--- src/rtl/dmem_access_ctrl.sv ---
// dmem_access_ctrl: sequences LW/LBU/SW/SB data-memory accesses for the
// execute stage, one access in flight, stalling the pipeline until done.
// Optional build macro DMEM_BYTE_MASK_EN: SB becomes a single masked write
// instead of a read-modify-write.
//
// Request channel: a request is transferred on a rising edge where
// mem_req_valid_o and mem_req_ready_i are both 1; while valid is high and
// ready is low, we/addr/wdata/mask are held stable. The response channel is
// valid-only (no backpressure) and is only observed in WAIT.
module dmem_access_ctrl #(
    parameter int ADDR_WIDTH = 32,
    parameter int DATA_WIDTH = 32
) (
    input  logic                  clk,
    input  logic                  reset,
    input  logic                  op_valid_i,
    input  logic                  is_load_i,
    input  logic                  is_store_i,
    input  logic                  is_byte_i,
    input  logic [ADDR_WIDTH-1:0] addr_i,
    input  logic [DATA_WIDTH-1:0] wdata_i,
    output logic                  stall_o,
    output logic                  done_o,
    output logic [DATA_WIDTH-1:0] rdata_o,
    output logic                  misaligned_o,
    output logic                  mem_req_valid_o,
    input  logic                  mem_req_ready_i,
    output logic                  mem_we_o,
    output logic [ADDR_WIDTH-1:0] mem_addr_o,
    output logic [DATA_WIDTH-1:0] mem_wdata_o,
    output logic [3:0]            mem_mask_o,
    input  logic                  mem_resp_valid_i,
    input  logic [DATA_WIDTH-1:0] mem_resp_data_i,
    output logic [2:0]            dbg_state_o
);

`ifdef DMEM_BYTE_MASK_EN
    localparam logic BYTE_MASK = 1'b1;
`else
    localparam logic BYTE_MASK = 1'b0;
`endif

    typedef enum logic [2:0] {
        IDLE   = 3'd0,
        REQ    = 3'd1,
        WAIT   = 3'd2,
        RMW_WR = 3'd3,
        DONE   = 3'd4
    } state_t;

    state_t                state;
    logic                  store_q;
    logic                  byte_q;
    logic [1:0]            lane_q;
    logic [7:0]            wbyte_q;
    logic                  op_store;
    logic [7:0]            resp_byte;
    logic [DATA_WIDTH-1:0] merged;

    // A set load flag wins over a set store flag.
    assign op_store    = is_store_i & ~is_load_i;
    assign dbg_state_o = state;

    // Stall while busy, and already in the cycle the op is presented.
    assign stall_o = (state == REQ) || (state == WAIT) || (state == RMW_WR) ||
                     ((state == IDLE) && op_valid_i);

    // Byte lane extraction for LBU and lane merge for the SB read-modify-write.
    always_comb begin
        resp_byte = mem_resp_data_i[{lane_q, 3'b000} +: 8];
        merged    = mem_resp_data_i;
        merged[{lane_q, 3'b000} +: 8] = wbyte_q;
    end

    // Access sequencer with registered outputs.
    always_ff @(posedge clk or posedge reset) begin
        if (reset) begin
            state           <= IDLE;
            store_q         <= 1'b0;
            byte_q          <= 1'b0;
            lane_q          <= 2'b00;
            wbyte_q         <= 8'h00;
            done_o          <= 1'b0;
            misaligned_o    <= 1'b0;
            rdata_o         <= '0;
            mem_req_valid_o <= 1'b0;
            mem_we_o        <= 1'b0;
            mem_addr_o      <= '0;
            mem_wdata_o     <= '0;
            mem_mask_o      <= 4'hF;
        end else begin
            case (state)
                IDLE: begin
                    if (op_valid_i) begin
                        store_q <= op_store;
                        byte_q  <= is_byte_i;
                        lane_q  <= addr_i[1:0];
                        wbyte_q <= wdata_i[7:0];
                        if (!is_byte_i && (addr_i[1:0] != 2'b00)) begin
                            // Misaligned word access: complete without touching memory.
                            state        <= DONE;
                            done_o       <= 1'b1;
                            misaligned_o <= 1'b1;
                            rdata_o      <= '0;
                        end else begin
                            state           <= REQ;
                            mem_req_valid_o <= 1'b1;
                            mem_addr_o      <= {addr_i[ADDR_WIDTH-1:2], 2'b00};
                            if (BYTE_MASK && op_store && is_byte_i) begin
                                mem_we_o    <= 1'b1;
                                mem_wdata_o <= {4{wdata_i[7:0]}};
                                mem_mask_o  <= 4'b0001 << addr_i[1:0];
                            end else begin
                                // SB without byte masking starts with a read.
                                mem_we_o    <= op_store && !is_byte_i;
                                mem_wdata_o <= wdata_i;
                                mem_mask_o  <= 4'hF;
                            end
                        end
                    end
                end
                REQ: begin
                    if (mem_req_ready_i) begin
                        mem_req_valid_o <= 1'b0;
                        if (store_q && (!byte_q || BYTE_MASK)) begin
                            state      <= DONE;
                            done_o     <= 1'b1;
                            mem_we_o   <= 1'b0;
                            mem_mask_o <= 4'hF;
                        end else begin
                            state <= WAIT;
                        end
                    end
                end
                WAIT: begin
                    if (mem_resp_valid_i) begin
                        if (!store_q) begin
                            state   <= DONE;
                            done_o  <= 1'b1;
                            rdata_o <= byte_q ? {{(DATA_WIDTH-8){1'b0}}, resp_byte}
                                              : mem_resp_data_i;
                        end else begin
                            state           <= RMW_WR;
                            mem_req_valid_o <= 1'b1;
                            mem_we_o        <= 1'b1;
                            mem_wdata_o     <= merged;
                            mem_mask_o      <= 4'hF;
                        end
                    end
                end
                RMW_WR: begin
                    if (mem_req_ready_i) begin
                        state           <= DONE;
                        done_o          <= 1'b1;
                        mem_req_valid_o <= 1'b0;
                        mem_we_o        <= 1'b0;
                    end
                end
                DONE: begin
                    // The pipeline advances this cycle; any op_valid_i is ignored.
                    state        <= IDLE;
                    done_o       <= 1'b0;
                    misaligned_o <= 1'b0;
                    mem_we_o     <= 1'b0;
                    mem_mask_o   <= 4'hF;
                end
                default: state <= IDLE;
            endcase
        end
    end

endmodule

--- config.mk ---
export PLATFORM = sky130hd
export DESIGN_NAME = dmem_access_ctrl
export DESIGN_NICKNAME = d
export VERILOG_FILES = /design/src/rtl/dmem_access_ctrl.sv
export SDC_FILE = /design/constraint.sdc
export NUM_CORES = 1
export LEC_CHECK = 0
export CORE_MARGIN = 1
export CORE_UTILIZATION = 48
export DETAILED_ROUTE_END_ITERATION = 10
export PLACE_DENSITY_LB_ADDON = 0.2
export SLEW_MARGIN = 10
export SYNTH_ARGS = -nofsm -noshare
export SYNTH_HDL_FRONTEND = slang
export SYNTH_SLANG_ARGS = --single-unit
export TNS_END_PERCENT = 5
--- constraint.sdc ---
create_clock -name clk -period 10.95 [get_ports clk]
set_input_delay 1.6425 -clock clk [delete_from_list [all_inputs] [get_ports clk]]
set_output_delay 1.6425 -clock clk [all_outputs]
set_load 0.005 [all_outputs]
### Where the registers sit, run 1

Drawn at 3 px/um. Other sequential cells in the stronger gray, the rest of the logic in the fainter gray.
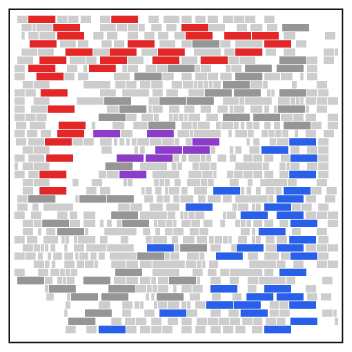
| color | name in the netlist | flops |
|---|---|---|
| red | mem_addr_o | 30 |
| purple | wbyte_q | 8 |
| blue | rdata_o | 32 |

### A small window of the routed layout, run 1

Region (43, 43) to (68, 68) um. Cells in gray, sequential cells in the stronger gray; small squares are vias.
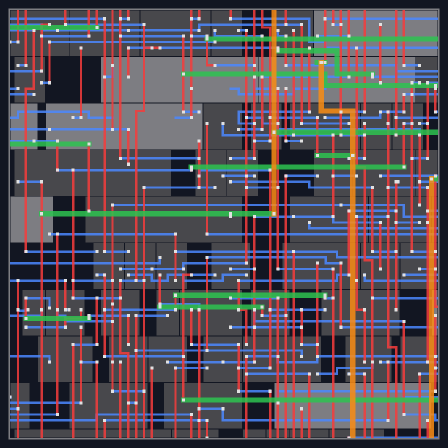
| color | layer |
|---|---|
| green | met3 |
| red | met2 |
| orange | met4 |
| blue | met1 |
cells with their middle in the window: 48
sequential cells in the window: 5
netlist names of flops here include: wbyte_q (4), rdata_o (1)
most frequent: a21oi_1 (11), nor2b_1 (10), dfrtp_1 (5)

==> run summary, run 1 <==
Results of the run.

The post-route clock period utilization is 42.5%. Sequential elements use 50.0% of the synthesized area. The transition time at the pin with the least slew margin is 1.08 ns.

The initial core utilization is 49.4%. Counting the buffers created by CTS gives 17. The buffer levels on the longest clock path is 2. In this run the biggest area consumer among cell types represents 50.0% of the synthesized area. Gates resized during post-CTS repair numbered 0. The clock latency reported for the late side of the worst-skew pair is 0.41 ns. Data on the critical path is required at its endpoint by 9.31 ns. The count of antenna diodes in the layout is 0. The critical path buffer and inverter count is 2. Entering global routing, the biggest net connects 90 pins. Setup slack closes at 6.29 ns. Ranked by total cell area, the synthesized netlist is headed by dfrtp_1 (50%), mux2_2 (8.2%), mux2_4 (8.0%). The gate count of the mapped netlist is 476. The global routing report lists combined usage of all routing layers as 27.1%. The number of standard-cell rows in the floorplan is 39. The most frequently used flop master after synthesis is dfrtp_1. The timing report gives the worst reg2reg path a setup slack of 7.30 ns. Broken down by cell family, the worst path's largest delay share belongs to buffers and inverters.

Setup repair after global routing left no endpoint under its margin. For this block, the via count after detailed routing is 4758. The chip occupies 0.0122 mm2. The cell type contributing the most total cell area after synthesis is dfrtp_1. The post-CTS setup buffer count is 0. The warning tally printed by Yosys for this design is 0. STA reports the tightest min-delay check as being of type reg -> reg.

The run finished with clean final reports. The via density per instance is 5.77. The register clock-pin slew on the reported worst setup and hold paths is 0.05 ns. After synthesis, the design contains 476 cells according to Yosys. On the final layout, the worst clock skew is 0.00771 ns.

The die width is 111 um. For this design the ratio of total power to cell area is 297 mW/mm2. By startpoint and endpoint, the worst setup path is classified as in -> out. The HPWL after detailed placement is 11800 um. The proportion of register bits with asynchronous set or reset after synthesis is 100%. The post-cts hold-fix buffer tally is 0. STA classifies the critical path startpoint as an input port. VDD sags by at most 0.137 mV. Summed over all layers, the routed wires come to 16400 um. The number of iterations in the first detailed-routing pass is 5. The floorplan step defined a core boundary enclosing 0.0115 mm2.
### Sizing map, run 1

Drawn at 4 px/um.
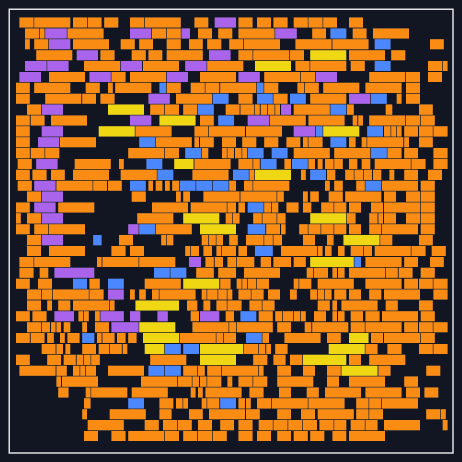
| color | size | cells | share |
|---|---|---|---|
| yellow | drive 6 and up | 24 | 3.5% |
| blue | drive 2 | 50 | 7.3% |
| orange | drive 1 or less | 566 | 83% |
| purple | drive 3 to 4 | 42 | 6.2% |

[run 1: power breakdown]
group          switching (uW)  total, uW  leakage (uW)  internal [uW]
registers                 178        799       0.00139            621
logic                     418       1070       0.00180            656
clock network             188        586      0.000310            397
[run 1: flip-flops by register name (all words and copies together), names as in the netlist, 2 cells and up]
| signal | flops |
|---|---|
| mem_wdata_o | 32 |
| rdata_o | 32 |
| mem_addr_o | 30 |
| wbyte_q | 8 |
| dbg_state_o | 3 |
| lane_q | 2 |
[run 1: logic make-up after synthesis]
family / share of synthesized area (%)
AOI/OAI and AO/OA: 16.0
adders and majority gates: 1.11
buffers and inverters: 5.59
DFF: 50.0
muxes: 16.6
other: 0.133
and+or+nand+nor: 10.6
[run 1: placed cells by master, fill, tap and decap left out, types with 7 or more instances in the layout]
| cell type | count |
|---|---|
| o21ai_0 | 10 |
| a32oi_1 | 12 |
| a31oi_1 | 9 |
| nand3_1 | 8 |
| a22o_1 | 25 |
| mux2_4 | 30 |
| nor2b_1 | 15 |
| clkdlybuf4s50_1 | 205 |
| mux2_2 | 41 |
| a21oi_1 | 40 |
| nor2_1 | 42 |
| clkbuf_16 | 17 |
| nand2b_1 | 8 |
| o2bb2ai_1 | 7 |
| nand2_1 | 13 |
| dfrtp_1 | 113 |
[run 1: final timing paths]
| kind | startpoint | end |
|---|---|---|
| worst max-delay path | op_valid_i | stall_o |
| worst min-delay path | rdata_o[5]$_DFFE_PP0P_ | rdata_o[5]$_DFFE_PP0P_ |
| worst max register to register | lane_q[0]$_DFFE_PP0P_ | mem_wdata_o[1]$_DFFE_PP0P_ |
| worst min register to register | rdata_o[5]$_DFFE_PP0P_ | rdata_o[5]$_DFFE_PP0P_ |
| max in group asynchronous | reset | mem_wdata_o[25]$_DFFE_PP0P_ |
| min in group asynchronous | reset | mem_addr_o[24]$_DFFE_PP0P_ |
[run 1: metal layers]
layer / global-route usage, % / up-vias / wire length [um]
li1: - / 2134 / -
met1: 34.5 / 2325 / 6700
met2: 43.7 / 252 / 7980
met3: 6.59 / 47 / 1220
met4: 12.5 / 0 / 535
met5: 0 / - / 0
[run 1: layout make-up]
cell class / count / area, um2
Clock inverter: 10 / 156
Sequential cell: 113 / 2830
Inverter: 9 / 36.3
Multi-Input combinational cell: 320 / 2540
Timing Repair Buffer: 208 / 2070
Fill cell: 822 / 3180
Tap cell: 143 / 179
Clock buffer: 22 / 474
[run 1: per-stage QoR]
step	power [uW]	area, um2	cells
2_1_floorplan	1350	5670	480
3_3_place_gp	1830	7650	793
3_5_place_dp	1870	7650	793
4_1_cts	2470	8280	825
5_1_grt	2590	8280	825
6_report	2460	8280	825
==> run 2: changes to the inputs <==
CORE_UTILIZATION = 40   (was 48)
clock period = 4.1 ns   (was 10.95 ns; I/O delays follow)
==> run summary, run 2 <==
Results of the run.

The number of cells in the yosys synthesis report is 476 (unchanged). The remaining antenna violation count is 0. In the finished design, the share of the clock period the worst path needs comes to 65.9%. The total die size came to 0.0146 mm2 (+20%). The register clock-pin slew on the reported worst setup and hold paths came to 0.06 ns (about the same).

The cell type that accounts for the most area after synthesis is dfrtp_1. The number of cells in the design after placement came to 833 (+5.0%). The maximum number of pins on one net before global-route repair came to 75 (-17%).

The placed wire-length estimate came to 12400 um (+4.5%). The critical path start-end classification is reg -> reg. The total via count in the routed design is 4658 (-2.1%). The number of resized instances in the post-cts repair step is 0 (unchanged).

The post-CTS setup buffer count was 0 (unchanged). The initial core utilization came to 40.9% (-8.4 points). The gate count of the mapped netlist is 476 (unchanged). The number of iterations in the first detailed-routing pass came to 4 (-1).

The sequential element share of the synthesized area is 50.0% (unchanged). The area fraction of the dominant cell type after synthesis is 50.0% (unchanged). The maximum resistive drop on vdd is 0.328 mV (+140%). The clock tree skew after final layout is 0.00979 ns (+0.00207 ns). The post-layout instance area is 0.00827 mm2 (-0.14%). The most used flip-flop cell after synthesis is dfrtp_1. The largest registers in the layout are mem_wdata_o x32, rdata_o x32, mem_addr_o x30. The total clock buffers created by CTS is 17 (unchanged). The class of the tightest hold or removal check is reg -> reg. The library cell used most frequently in the layout, excluding fill and tap cells, is clkdlybuf4s50_1.

The final cell count without fillers is 865 (+4.8%). The post-cts hold-fix buffer tally is 0 (unchanged). The total number of yosys warnings came to 0 (unchanged). The H-tree was split into 4 levels. The area used by multi-input combinational logic is 0.00254 mm2 (+0.25%). The critical path buffer and inverter count is 2 (unchanged). The die width came to 121 um (+9.4%). The via density per instance is 5.38 (-6.6%).

The core region area was 0.0138 mm2 (+21%). The final routed wirelength across all metal layers is 16700 um (+1.6%). The clock latency reported for the late side of the worst-skew pair is 0.41 ns (about the same).

The nature of the critical path startpoint is a register. The flow ran to the end, and the final reports show no timing, DRC or antenna violations. The endpoint required time on the critical path was 4.45 ns (-4.86 ns). Setup repair after global routing left no endpoint under its margin.

The ratio of total power to cell area is 765 mW/mm2 (+160%). The dominant delay contributor by cell family on the critical path is flip-flops. The sequential cell area was 0.00283 mm2 (unchanged). The number of standard-cell rows in the floorplan came to 43 (+10%). The count of antenna diodes in the layout was 0 (unchanged). The data arrival time of the worst path is 3.06 ns.

Sorting the synthesized cells by area gives the leading types as dfrtp_1 (50%), mux2_2 (8.2%), mux2_4 (8.0%).
## run 2: worst register-to-register path, delay by kind of cell (launching register included)
kind | cells | cell delay (ns)
buffers and inverters | 2 | 0.46
multiplexers | 1 | 0.17
AND/OR/NAND/NOR | 1 | 0.52
flip-flops | 1 | 0.76
AND-OR/OR-AND | 2 | 0.48
adder cells (fa/ha/maj) | 1 | 0.26
## run 2: logic make-up after synthesis
group	Yosys count	share of synthesized area, %
mux	74	16.6
simple gates	109	10.6
fa+ha+maj	5	1.11
compound gates	126	16.0
buf+inv	47	5.59
flops	113	50.0
other cells	2	0.133
## run 2: final cells by class
class,instances,share of cell area [%]
Sequential cell,113,34.2
Clock inverter,12,1.06
Clock buffer,20,5.52
Tap cell,180,2.72
Inverter,9,0.439
Timing Repair Buffer,211,25.3
Multi-Input combinational cell,320,30.7
## run 2: stage by stage
step / setup slack, ns / util, % / total power (uW)
6_report: 1.40 / 59.8 / 6330
5_1_grt: 1.22 / 59.8 / 6700
4_1_cts: 1.22 / 59.8 / 6360
3_5_place_dp: 1.23 / 55.9 / 4990
3_3_place_gp: 1.28 / 55.9 / 4930
2_1_floorplan: 0.498 / - / 3600
## run 2: per-layer routing
metal,global-route usage [%],vias up,wire length [um]
met5,0,-,0
met4,8.80,0,366
met3,6.67,32,1240
met2,38.0,208,8150
met1,30.0,2288,6960
li1,-,2130,-
## run 2: report_power, final
part           total, uW  leakage, uW  internal (uW)  switching (uW)
clock network       1330     0.000254            801             526
logic               2870      0.00182           1760            1110
registers           2130      0.00139           1660             470
total               6330      0.00346           4220            2110
## run 2: path summary, 6_finish.rpt
kind,start,endpoint,slack [ns],cells after the start
max in group asynchronous,reset,mem_addr_o[14]$_DFFE_PP0P_,2.46,3
max reg2reg,lane_q[0]$_DFFE_PP0P_,mem_wdata_o[24]$_DFFE_PP0P_,1.40,7
min,rdata_o[4]$_DFFE_PP0P_,rdata_o[4]$_DFFE_PP0P_,0.49,1
min in group asynchronous,reset,mem_addr_o[24]$_DFFE_PP0P_,0.76,2
min reg2reg,rdata_o[4]$_DFFE_PP0P_,rdata_o[4]$_DFFE_PP0P_,0.49,1
max,lane_q[0]$_DFFE_PP0P_,mem_wdata_o[24]$_DFFE_PP0P_,1.40,7
### A small window of the routed layout, run 2

Region (48, 48) to (73, 73) um. Cells in gray, sequential cells in the stronger gray; small squares are vias.
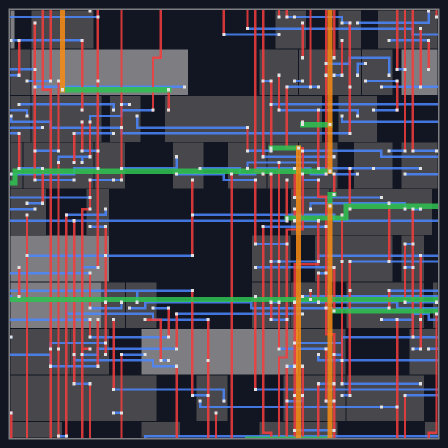
| color | layer |
|---|---|
| blue | met1 |
| green | met3 |
| orange | met4 |
| red | met2 |
sequential cells in the window: 4
cells with their middle in the window: 45
most frequent: nor2b_1 (9), a21oi_1 (8), mux2_2 (5)
netlist names of flops here include: mem_wdata_o (2)

### Congestion heat map, run 2

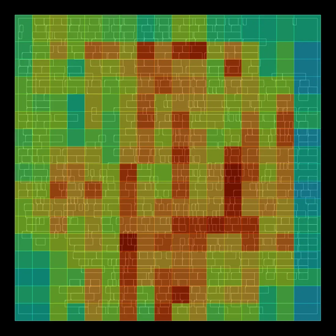
met1 Track Usage GR: 30.0%
total global-route track usage: 23.6%
busiest layer in global routing: met2

==> run 3: changes to the inputs <==
clock period = 2.3 ns   (was 4.1 ns; I/O delays follow)
==> run summary, run 3 <==
Results of the run.

The part of the total power dissipated in sequential elements is 32.1% (-1.5 points). The clock latency reported for the late side of the worst-skew pair came to 0.41 ns (about the same). The total clock buffers created by CTS is 17 (unchanged). The total via count in the routed design is 4669 (+0.24%). The proportion of total power due to net switching is 32.5% (-0.88 points).

The core region area is 0.0138 mm2 (unchanged). The number of iterations in the first detailed-routing pass is 6 (+2). The critical path start-end classification is reg -> reg. The number of cells in the yosys synthesis report came to 476 (unchanged). The die width is 121 um (unchanged). The relative contribution of combinational cells to total power is 46.8% (+1.4 points). The run finished with clean final reports.

The clock tree skew after final layout is 0.00854 ns (-0.00124 ns). The number of standard-cell rows in the floorplan is 43 (unchanged). In the post-synthesis netlist, the biggest area contributors are dfrtp_1 (50%), mux2_2 (8.2%), mux2_4 (8.0%). The data arrival time of the worst path is 2.45 ns (-0.61 ns). The count of antenna diodes in the layout was 0 (unchanged).

The setup slack after layout was 0.192 ns (-1.21 ns). The power dissipated by switching net loads is 3750 uW (+78%). The via density per instance is 5.35 (-0.68%). The gate count of the mapped netlist is 476 (unchanged). The post-route core utilization is 60.8% (+1.0 points). The maximum resistive drop on vdd is 0.631 mV (+93%). Setup repair after global routing left no endpoint under its margin. The clock group share of total power was 21.0% (about the same). The final routed wirelength across all metal layers is 16700 um (-0.17%). The sum of internal, switching and leakage power came to 11500 uW (+82%). The total routing usage reported by global routing is 23.6% (+0.030 points). The initial core utilization is 40.9% (unchanged). The post-placement setup slack is -0.0287 ns (-1.26 ns). The post-cts hold-fix buffer tally is 0 (unchanged).
-- run 3: cell counts after synthesis --
No cell type changed its count.
-- run 3: routing by layer --
| metal | routed length (um) | global-route usage, % | share of wire, % | up-vias |
|---|---|---|---|---|
| met4 | 425 | 10.4 | 2.5 | 0 |
| met3 | 1140 | 5.73 | 6.8 | 29 |
| met5 | 0 | 0 | 0 | - |
| li1 | - | - | - | 2153 |
| met1 | 7180 | 30.5 | 43 | 2297 |
| met2 | 7930 | 37.5 | 48 | 190 |
-- run 3: repair_timing --
action | 4_1_cts | 5_1_grt
pin swaps | 0 | 0
setup endpoints to repair | 6 | 1
resized | 1 | 1
buffers inserted | 0 | 0
-- run 3: power by group through the flow --
stage	Clock (uW)	Combinational, uW	Sequential [uW]
finish	2430	5410	3710
global route	2590	5860	3820
CTS	2480	5450	3710
detailed placement	0	5410	3710
global placement	0	5320	3690
floorplan	0	2820	3590
-- run 3: per-stage QoR --
| step | hold WS (ns) | cells |
|---|---|---|
| 2_1_floorplan | 0.431 | 480 |
| 5_1_grt | 0.495 | 873 |
| 3_5_place_dp | 0.474 | 842 |
| 6_report | 0.474 | 873 |
| 3_3_place_gp | 0.471 | 842 |
| 4_1_cts | 0.489 | 873 |
-- run 3: cells by family after synthesis --
kind of cell	Yosys count	share of synthesized area, %
other	2	0.133
flip-flops	113	50.0
multiplexers	74	16.6
adder cells (fa/ha/maj)	5	1.11
AND/OR/NAND/NOR	109	10.6
buffers and inverters	47	5.59
AND-OR/OR-AND	126	16.0
-- run 3: critical path, delay by kind of cell (launching register included) --
| kind | cells | cell delay (ns) |
|---|---|---|
| buffers and inverters | 2 | 0.29 |
| flip-flops | 1 | 0.36 |
| AND/OR/NAND/NOR | 1 | 0.51 |
| adder cells (fa/ha/maj) | 1 | 0.23 |
| multiplexers | 1 | 0.18 |
| AND-OR/OR-AND | 2 | 0.48 |
-- run 3: final timing paths --
path	start	to	slack [ns]	depth (start not counted)
max	lane_q[0]$_DFFE_PP0P_	mem_wdata_o[24]$_DFFE_PP0P_	0.19	7
min	reset	mem_addr_o[30]$_DFFE_PP0P_	0.47	3
max reg2reg	lane_q[0]$_DFFE_PP0P_	mem_wdata_o[24]$_DFFE_PP0P_	0.19	7
min reg2reg	rdata_o[5]$_DFFE_PP0P_	rdata_o[5]$_DFFE_PP0P_	0.49	1
max in group asynchronous	reset	dbg_state_o[0]$_DFFE_PP0P_	1.35	3
min in group clk	rdata_o[5]$_DFFE_PP0P_	rdata_o[5]$_DFFE_PP0P_	0.49	1
-- run 3: cell type report --
class | count | area, um2
inverter | 9 | 37.5
multi-input combinational | 320 | 2550
timing repair buffer | 220 | 2210
sequential | 113 | 2830
clock buffer | 21 | 470
fill | 1110 | 5410
clock inverter | 10 | 86.3
tap | 180 | 225
### Where the registers sit, run 3

Drawn at 3 px/um. Other sequential cells in the stronger gray, the rest of the logic in the fainter gray.
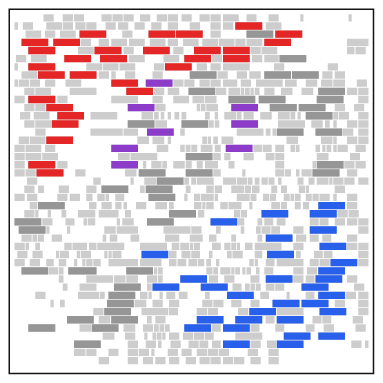
| color | name in the netlist | flops |
|---|---|---|
| red | mem_addr_o | 30 |
| purple | wbyte_q | 8 |
| blue | rdata_o | 32 |
not colored: 43

### Metal 2, run 3

Drawn at 3 px/um.
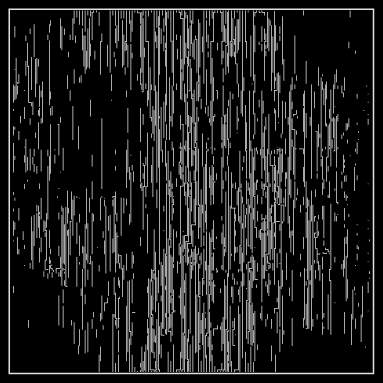
main direction: vertical
nets with wire on the layer: 699
share of all routed wire: 48%

Power is estimated from default activity; no workload was simulated.
